Run 1, signal wires by layer:
Only two layers are drawn.
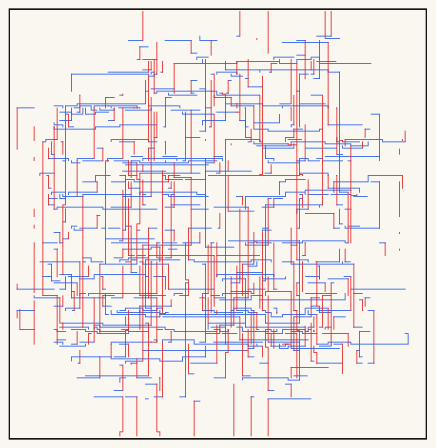
Run 1, floorplan with the power grid:
The bar under the picture is 20 um long. Pins as bars on the die edge. Tap cells in gray.
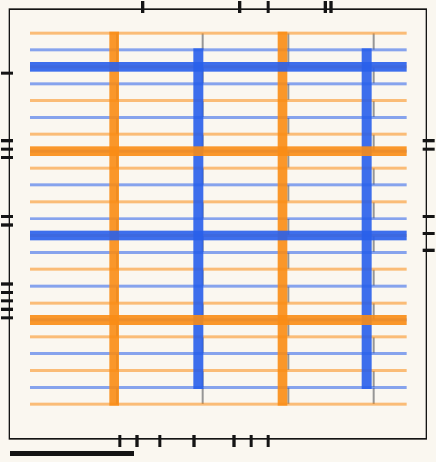
Run 1, congestion heat map:
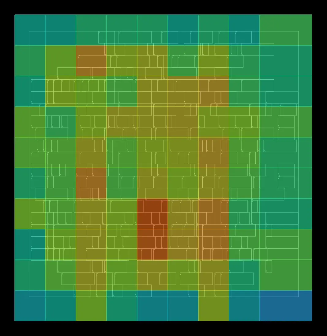
Run 1, zoomed window:
Window x 38 to 63, y 5 to 30 um. Cells in gray, sequential cells in the stronger gray; small squares are vias.
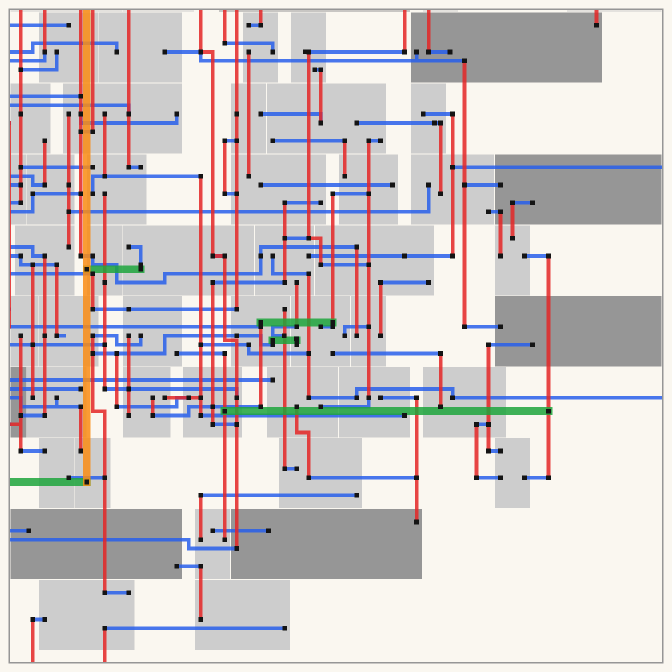
`src/rtl/spi_slave_sync.sv`:
```
// -----------------------------------------------------------------------------
// spi_slave_sync
//
// SPI mode-0 responder that runs entirely in the system clock domain. The
// external sclk, ss and MOSI are brought in through flip-flop synchronizers.
// Edges are found by comparing the last synchronizer stage with a one-cycle
// delayed copy. WIDTH-bit words are shifted MSB first in both directions.
//
// On-chip logic supplies the next outgoing word through a one-word transmit
// buffer with a valid/ready handshake. Each complete incoming word is
// presented on rx_data, together with a one-cycle rx_valid strobe.
//
// Ports
//   clock        in   system clock
//   reset        in   synchronous, active-high reset
//   sclk         in   SPI clock from the master (asynchronous, CPOL=0/CPHA=0)
//   ss           in   active-low slave select (asynchronous)
//   MOSI         in   master-out data (asynchronous)
//   MISO         out  slave-out data, 0 while no frame is active
//   tx_data      in   word to send
//   tx_valid     in   tx_data is valid
//   tx_ready     out  transmit buffer empty; accepts tx_data on tx_valid
//   rx_data      out  last complete received word
//   rx_valid     out  one-cycle strobe, rx_data updated this cycle
//   busy         out  frame active
//   tx_underrun  out  one-cycle strobe, IDLE_FILL loaded because buffer empty
//   frame_error  out  one-cycle strobe, ss rose with a partial word
//
// Master timing assumed: sclk high and low phases each >= SYNC_STAGES+2
// clocks, and the first sclk rise >= SYNC_STAGES+3 clocks after ss falls.
// SYNC_STAGES must be at least 2.
// -----------------------------------------------------------------------------
module spi_slave_sync #(
   parameter int unsigned      WIDTH       = 8,
   parameter int unsigned      SYNC_STAGES = 2,
   parameter logic [WIDTH-1:0] IDLE_FILL   = 8'hFF
) (
   input  logic             clock,
   input  logic             reset,
   input  logic             sclk,
   input  logic             ss,
   input  logic             MOSI,
   output logic             MISO,
   input  logic [WIDTH-1:0] tx_data,
   input  logic             tx_valid,
   output logic             tx_ready,
   output logic [WIDTH-1:0] rx_data,
   output logic             rx_valid,
   output logic             busy,
   output logic             tx_underrun,
   output logic             frame_error
);

   localparam int unsigned      CNT_W    = $clog2(WIDTH + 1);
   localparam logic [CNT_W-1:0] CNT_FULL = CNT_W'(WIDTH);
   localparam logic [CNT_W-1:0] CNT_ONE  = CNT_W'(1);

   typedef enum logic [0:0] {
      IDLE,
      ACTIVE
   } state_t;

   // ---------------------------------------------------------------------------
   // Input synchronizers and edge detection
   // ---------------------------------------------------------------------------
   logic [SYNC_STAGES-1:0] sclk_sync;
   logic [SYNC_STAGES-1:0] ss_sync;
   logic [SYNC_STAGES-1:0] mosi_sync;
   logic                   sclk_d;
   logic                   ss_d;

   // The ss chain and its delayed copy reset to 1 (deselected).
   // If ss is already low when reset is released, the chain drains to 0.
   // That produces a fresh ss_fall, and a new frame starts from bit 0.
   always_ff @(posedge clock) begin
      if (reset) begin
         sclk_sync <= '0;
         ss_sync   <= '1;
         mosi_sync <= '0;
         sclk_d    <= 1'b0;
         ss_d      <= 1'b1;
      end else begin
         // NOTE: non-blocking assignments make every stage take the previous
         // stage's old value, so the chain really is SYNC_STAGES flops deep.
         sclk_sync <= {sclk_sync[SYNC_STAGES-2:0], sclk};
         ss_sync   <= {ss_sync[SYNC_STAGES-2:0], ss};
         mosi_sync <= {mosi_sync[SYNC_STAGES-2:0], MOSI};
         sclk_d    <= sclk_sync[SYNC_STAGES-1];
         ss_d      <= ss_sync[SYNC_STAGES-1];
      end
   end

   logic sclk_s;
   logic ss_s;
   logic mosi_s;
   logic sclk_rise;
   logic sclk_fall;
   logic ss_rise;
   logic ss_fall;

   assign sclk_s    = sclk_sync[SYNC_STAGES-1];
   assign ss_s      = ss_sync[SYNC_STAGES-1];
   assign mosi_s    = mosi_sync[SYNC_STAGES-1];
   assign sclk_rise =  sclk_s & ~sclk_d;
   assign sclk_fall = ~sclk_s &  sclk_d;
   assign ss_rise   =  ss_s   & ~ss_d;
   assign ss_fall   = ~ss_s   &  ss_d;

   // ---------------------------------------------------------------------------
   // State and datapath registers
   // ---------------------------------------------------------------------------
   state_t           state;
   logic [CNT_W-1:0] bit_cnt;
   logic [WIDTH-1:0] shift_in;
   logic [WIDTH-1:0] shift_out;
   logic [WIDTH-1:0] tx_buf;
   logic             tx_full;

   // ---------------------------------------------------------------------------
   // Word-start load decision
   // ---------------------------------------------------------------------------
   // A new outgoing word is loaded when a frame opens.
   // It is also loaded on the sclk fall that follows a completed word.
   // An ss rise in the same cycle closes the frame instead, and nothing loads.
   logic             load_req;
   logic [WIDTH-1:0] load_word;

   always_comb begin
      // NOTE: every signal gets a default before any branch; without one,
      // an uncovered path would hold the old value and infer a latch.
      load_req  = 1'b0;
      load_word = IDLE_FILL;
      if (tx_full) begin
         load_word = tx_buf;
      end
      unique case (state)
         IDLE:    load_req = ss_fall;
         ACTIVE:  load_req = !ss_rise && sclk_fall && (bit_cnt == '0);
         default: load_req = 1'b0;
      endcase
   end

   // ---------------------------------------------------------------------------
   // Transmit buffer
   // ---------------------------------------------------------------------------
   // A load empties a full buffer. A write is accepted only into an empty
   // buffer, so a write and a load in the same cycle never compete for one
   // word: either the load drains the old word (and the write is refused), or
   // the load takes IDLE_FILL and the new word stays buffered.
   always_ff @(posedge clock) begin
      if (reset) begin
         tx_buf  <= '0;
         tx_full <= 1'b0;
      end else begin
         if (load_req && tx_full) begin
            tx_full <= 1'b0;
         end
         if (tx_valid && !tx_full) begin
            tx_buf  <= tx_data;
            tx_full <= 1'b1;
         end
      end
   end

   assign tx_ready = !tx_full;

   // ---------------------------------------------------------------------------
   // Frame FSM, shift registers and registered outputs
   // ---------------------------------------------------------------------------
   always_ff @(posedge clock) begin
      if (reset) begin
         state       <= IDLE;
         bit_cnt     <= '0;
         shift_in    <= '0;
         shift_out   <= '0;
         rx_data     <= '0;
         rx_valid    <= 1'b0;
         busy        <= 1'b0;
         MISO        <= 1'b0;
         tx_underrun <= 1'b0;
         frame_error <= 1'b0;
      end else begin
         // Strobes are high for at most one cycle.
         rx_valid    <= 1'b0;
         tx_underrun <= 1'b0;
         frame_error <= 1'b0;

         // Outgoing word: load at word start, otherwise shift on sclk fall.
         // MISO is registered alongside so it always shows the outgoing MSB.
         if (load_req) begin
            shift_out   <= load_word;
            MISO        <= load_word[WIDTH-1];
            tx_underrun <= !tx_full;
         end else if (state == ACTIVE && !ss_rise && sclk_fall) begin
            shift_out <= shift_out << 1;
            MISO      <= shift_out[WIDTH-2];
         end

         unique case (state)
            IDLE: begin
               if (ss_fall) begin
                  state   <= ACTIVE;
                  busy    <= 1'b1;
                  bit_cnt <= '0;
               end
            end

            ACTIVE: begin
               if (ss_rise) begin
                  // ss rise beats a same-cycle sclk rise; the partial word is
                  // dropped and rx_data keeps its last complete value.
                  state   <= IDLE;
                  busy    <= 1'b0;
                  MISO    <= 1'b0;
                  bit_cnt <= '0;
                  if (bit_cnt != '0) begin
                     frame_error <= 1'b1;
                  end
               end else if (bit_cnt == CNT_FULL) begin
                  // The word completed on the previous cycle; publish it.
                  // The counter is back at 0 well before the next sclk fall.
                  rx_data  <= shift_in;
                  rx_valid <= 1'b1;
                  bit_cnt  <= '0;
               end else if (sclk_rise) begin
                  shift_in <= {shift_in[WIDTH-2:0], mosi_s};
                  bit_cnt  <= bit_cnt + CNT_ONE;
               end
            end

            default: begin
               state <= IDLE;
               busy  <= 1'b0;
               MISO  <= 1'b0;
            end
         endcase
      end
   end

endmodule

```
`config.mk`:
```
export PLATFORM = sky130hd
export DESIGN_NAME = spi_slave_sync
export DESIGN_NICKNAME = d
export VERILOG_FILES = /design/src/rtl/spi_slave_sync.sv
export SDC_FILE = /design/constraint.sdc
export NUM_CORES = 1
export LEC_CHECK = 0
export ABC_AREA = 0
export CAP_MARGIN = 10
export CORE_AREA = 3 3 64 66
export CTS_BUF_LIST = sky130_fd_sc_hd__clkbuf_4 sky130_fd_sc_hd__clkbuf_8
export DETAILED_ROUTE_END_ITERATION = 7
export DIE_AREA = 0 0 67 69
export GPL_TIMING_DRIVEN = 0
export PLACE_DENSITY_LB_ADDON = 0.25
export SYNTH_ARGS = -nofsm -noshare
export SYNTH_HDL_FRONTEND = slang
export SYNTH_SLANG_ARGS = --single-unit
```
`constraint.sdc`:
```
create_clock -name clock -period 3.1 [get_ports clock]
set_input_delay 0.62 -clock clock [delete_from_list [all_inputs] [get_ports clock]]
set_output_delay 0.62 -clock clock [all_outputs]
set_load 0.005 [all_outputs]
```
==> results.py, run 1 <==
# Physical implementation metrics
metrics = {
    "synthesis": {
        "syn_area_per_cell_um2": 9.490,
        "yosysWarningCount": 0,
        "synth-edff-count": 0,
        "ys_seq_share_pct": 50.96,
        "ys_async_sr_fraction_pct": 0,
    },
    "drt": {
        "vias": 1461,
        "routed.top_layer": "met4",
        "firstDrtPassIters": 4,
    },
    "setup_path": {
        "cp_num_buf_inv": 2,
        "cp-end-kind": "primary output",
        "critical_path_cell_count": 2,
    },
    "power_and_ir_drop": {
        "ir_drop_mv": 0.3150,
        "pwr-share-comb_pct": 8.3,
        "swShare_pct": 22.85,
        "power.leakage_nw": 0.9735,
        "clockPowerShare_pct": 34.9,
        "pg_seq_uw": 676,
        "p_comb_uw": 98.5,
    },
    "floorplan": {
        "io-pin-count": 28,
        "rows": 22,
        "fp.dieH_um": 69,
    },
    "timing": {
        "fin_ws_ps": 1017,
        "rsz0062_at_grt": "no",
        "clock_skew_ps": 7.716,
    },
    "global_route": {
        "grt_overflow_total": 0,
        "grtUsageTotal_pct": 15.98,
    },
    "clock_network": {
        "cts.path.max_buffers": 2,
        "path_clk_slew_ps": 90,
        "cts_tree": "done",
        "clock_sinks": 50,
        "htreeDepth": 2,
    },
    "layout": {
        "layout.cells.non_filler": 290,
        "lay_top_count": "dfxtp_1",
        "final-comb-area_um2": 894.6,
        "top_regs": "rx_data x8, shift_in x8, tx_buf x8",
        "drive_gt1_share_pct": 8.264,
        "n_fill_cell": 329,
    },
    "run_status": {
        "status": "finished, final reports clean",
    },
    "placement": {
        "post-place-ws_ps": 907.0,
        "place_inst": 282,
    },
}
About 'signal wires by layer':
- blue: met1 (wire length 1610 um)
- red: met2 (wire length 1540 um)

About 'floorplan with the power grid':
- blue: VDD
- orange: VSS
- met1 rails: 23
- tap cells: 48

About 'congestion heat map':
met1 usage: 20.74%
Avg WL per Cell: 11.56 um
final core utilization: 66.05%
GR met2 Demand/Resource: 23.91%

About 'zoomed window':
- green: met3
- red: met2
- blue: met1
- orange: met4
- cells with their middle in the window: 43
- netlist names of flops here include: bit_cnt (3)
- sequential cells in the window: 5
- most frequent: nor2_1 (5), dfxtp_1 (5)

[run 1: logic make-up after synthesis]
family                   share of synthesized area (%)
AND-OR/OR-AND                                    10.19
adder cells (fa/ha/maj)                          1.274
multiplexers                                     12.23
flip-flops                                       50.96
XOR/XNOR                                         1.338
AND/OR/NAND/NOR                                  20.51
buffers and inverters                            3.502
[run 1: how the worst min path moves through the flow]
stage,startpoint,end,slack [ps],cells after the start
floorplan,ss_sync[0]$_SDFF_PP1_,ss_sync[1]$_SDFF_PP1_,390,1
global placement,ss_sync[0]$_SDFF_PP1_,ss_sync[1]$_SDFF_PP1_,390,1
detailed placement,ss_sync[0]$_SDFF_PP1_,ss_sync[1]$_SDFF_PP1_,390,1
CTS,ss_sync[0]$_SDFF_PP1_,ss_sync[1]$_SDFF_PP1_,410,1
global route,ss_sync[0]$_SDFF_PP1_,ss_sync[1]$_SDFF_PP1_,430,1
finish,ss_sync[0]$_SDFF_PP1_,ss_sync[1]$_SDFF_PP1_,410,1
[run 1: Yosys cell counts, types with 3 or more instances]
| cell | number |
|---|---|
| dfxtp_1 | 50 |
| o21ai_0 | 3 |
| nor2_1 | 29 |
| a31oi_1 | 4 |
| a21oi_1 | 15 |
| nor2b_1 | 10 |
| mux2i_1 | 24 |
| clkbuf_1 | 6 |
| nand2b_1 | 8 |
| inv_1 | 3 |
| or2_2 | 3 |
| xnor2_1 | 3 |
| nand2_1 | 20 |
| a211oi_1 | 6 |
[run 1: area by class of cell]
type / count / area share [%]
flip-flops and latches: 50 / 41.71
clock buffers: 7 / 4.015
well taps: 48 / 2.503
plain buffers: 10 / 2.242
multi-input cells: 143 / 37.28
repair buffers: 27 / 11.26
clock inverters: 1 / 0.3650
inverters: 4 / 0.6257
==> run 1 -> run 2 <==
==> constraint.sdc (replaced) <==
create_clock -name clock -period 2.1 [get_ports clock]
set_input_delay 0.42 -clock clock [delete_from_list [all_inputs] [get_ports clock]]
set_output_delay 0.42 -clock clock [all_outputs]
set_load 0.005 [all_outputs]
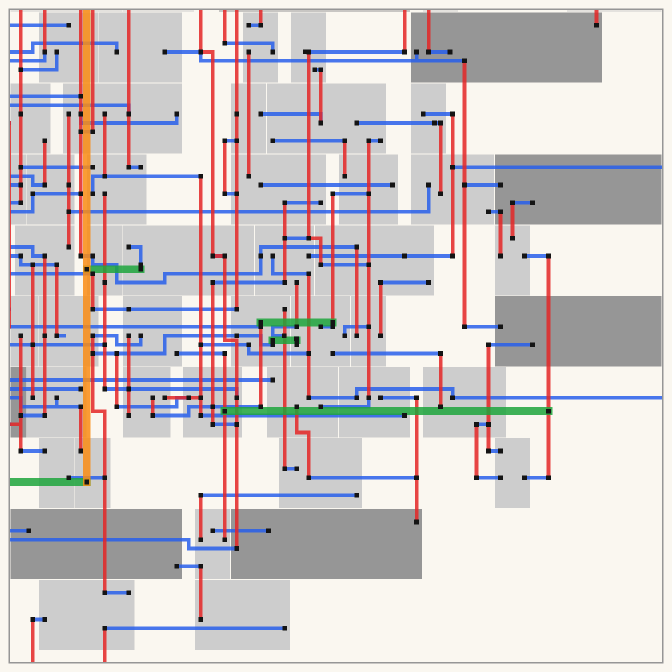
Run 2: zoomed window
Window x 38 to 63, y 5 to 30 um. Cells in gray, sequential cells in the stronger gray; small squares are vias.
- green: met3
- red: met2
- blue: met1
- orange: met4
- most frequent: nor2_1 (5), dfxtp_1 (5)
- netlist names of flops here include: bit_cnt (3)
- sequential cells in the window: 5
- cells with their middle in the window: 43

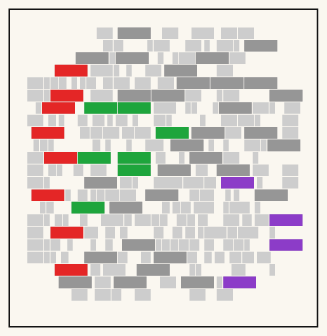
Run 2: sequential cells colored by netlist name
Other sequential cells in the stronger gray, the rest of the logic in the fainter gray.
- purple: bit_cnt (flops 4)
- green: shift_out (flops 7; where center)
- red: tx_buf (flops 8)
- not colored: 31

==> results.py, run 2 <==
# Physical implementation metrics
metrics = {
    "run_status": {
        "status": "finished, final reports clean",
    },
    "floorplan": {
        "die_x_um": 67,
        "rows": 22,
        "fp_util_pct": 54.06,
        "fp.dieH_um": 69,
    },
    "layout": {
        "layout.cells.non_filler": 290,
        "final-comb-area_um2": 894.6,
        "top_regs": "rx_data x8, shift_in x8, tx_buf x8",
        "lay_top_count": "dfxtp_1",
        "n_fill_cell": 329,
    },
    "power_and_ir_drop": {
        "ir_drop_mv": 0.4650,
        "clockPowerShare_pct": 34.9,
        "swShare_pct": 22.85,
        "pg_seq_uw": 997,
        "p_comb_uw": 145,
        "powerClk_uw": 613,
        "power.leakage_nw": 0.9735,
    },
    "global_route": {
        "grtUsageTotal_pct": 15.98,
        "grt_overflow_total": 0,
    },
    "synthesis": {
        "ys_async_sr_fraction_pct": 0,
        "syn_inst": 207,
        "synth-edff-count": 0,
        "ys_seq_share_pct": 50.96,
        "yosysMostFrequentCell": "dfxtp_1",
        "yosys_area_um2": 1964,
        "common_cells": "dfxtp_1, nor2_1, mux2i_1, nand2_1, a21oi_1",
        "yosysWarningCount": 0,
    },
    "placement": {
        "place_inst": 282,
    },
    "clock_network": {
        "cts_buffers": 5,
        "clock_sinks": 50,
        "cts_tree": "done",
        "htreeDepth": 2,
        "path_clk_slew_ps": 90,
    },
    "drt": {
        "vias": 1461,
        "wl_per_cell_um": 11.56,
        "firstDrtPassIters": 4,
        "drt-total-wl_um": 3351,
        "routed_via_density": 5.038,
    },
    "timing": {
        "clock_skew_ps": 7.716,
        "rsz0062_at_grt": "no",
        "finalSetupViolCount": 0,
    },
    "setup_path": {
        "cp-end-kind": "primary output",
    },
    "worst_hold_path": {
        "hp-start": "ss_sync[0]$_SDFF_PP1_",
    },
}
==> run 2: cells by family (layout without fill, tap and decap cells) <==
family,Yosys count,count (layout),share of synthesized area (%)
buffers and inverters,14,49,3.502
AND-OR/OR-AND,32,32,10.19
flip-flops,50,50,50.96
AND/OR/NAND/NOR,82,82,20.51
adder cells (fa/ha/maj),2,2,1.274
XOR/XNOR,3,3,1.338
multiplexers,24,24,12.23
==> run 2: layout make-up <==
| class | instances | area share, % |
|---|---|---|
| Multi-Input combinational cell | 143 | 37.28 |
| Sequential cell | 50 | 41.71 |
| Clock inverter | 1 | 0.3650 |
| Buffer | 10 | 2.242 |
| Clock buffer | 7 | 4.015 |
| Tap cell | 48 | 2.503 |
| Timing Repair Buffer | 27 | 11.26 |
| Inverter | 4 | 0.6257 |
==> run 2: critical path: stages (launching register included) <==
cell and delay, ps:
dfxtp_1 520, inv_1 160, clkdlybuf4s50_1 470
==> run 2: stage by stage <==
step | utilization [%] | setup slack (ps) | cell area (um^2)
after detailed placement | 63.15 | 107.0 | 2295
after CTS | 66.05 | 202.4 | 2400
after global placement | 63.15 | 97.83 | 2295
after floorplan | - | 585.0 | 1964
after global routing | 66.05 | 124.3 | 2400
final | 66.05 | 216.5 | 2400
==> run 2: worst paths after layout <==
check             slack (ps)                         to  depth (start not counted)
hold / removal           410      ss_sync[1]$_SDFF_PP1_                          1
setup reg to reg         230  shift_out[1]$_SDFFE_PP0P_                          6
setup / recovery         220                   tx_ready                          2
hold reg to reg          410      ss_sync[1]$_SDFF_PP1_                          1
==> run 2: layer usage <==
metal	GRT usage [%]	share of wire (%)
met5	0	0
met4	6.757	1.9
met3	5.375	4.2
met2	23.91	46
met1	20.74	48
Power and IR drop assume default switching activity.
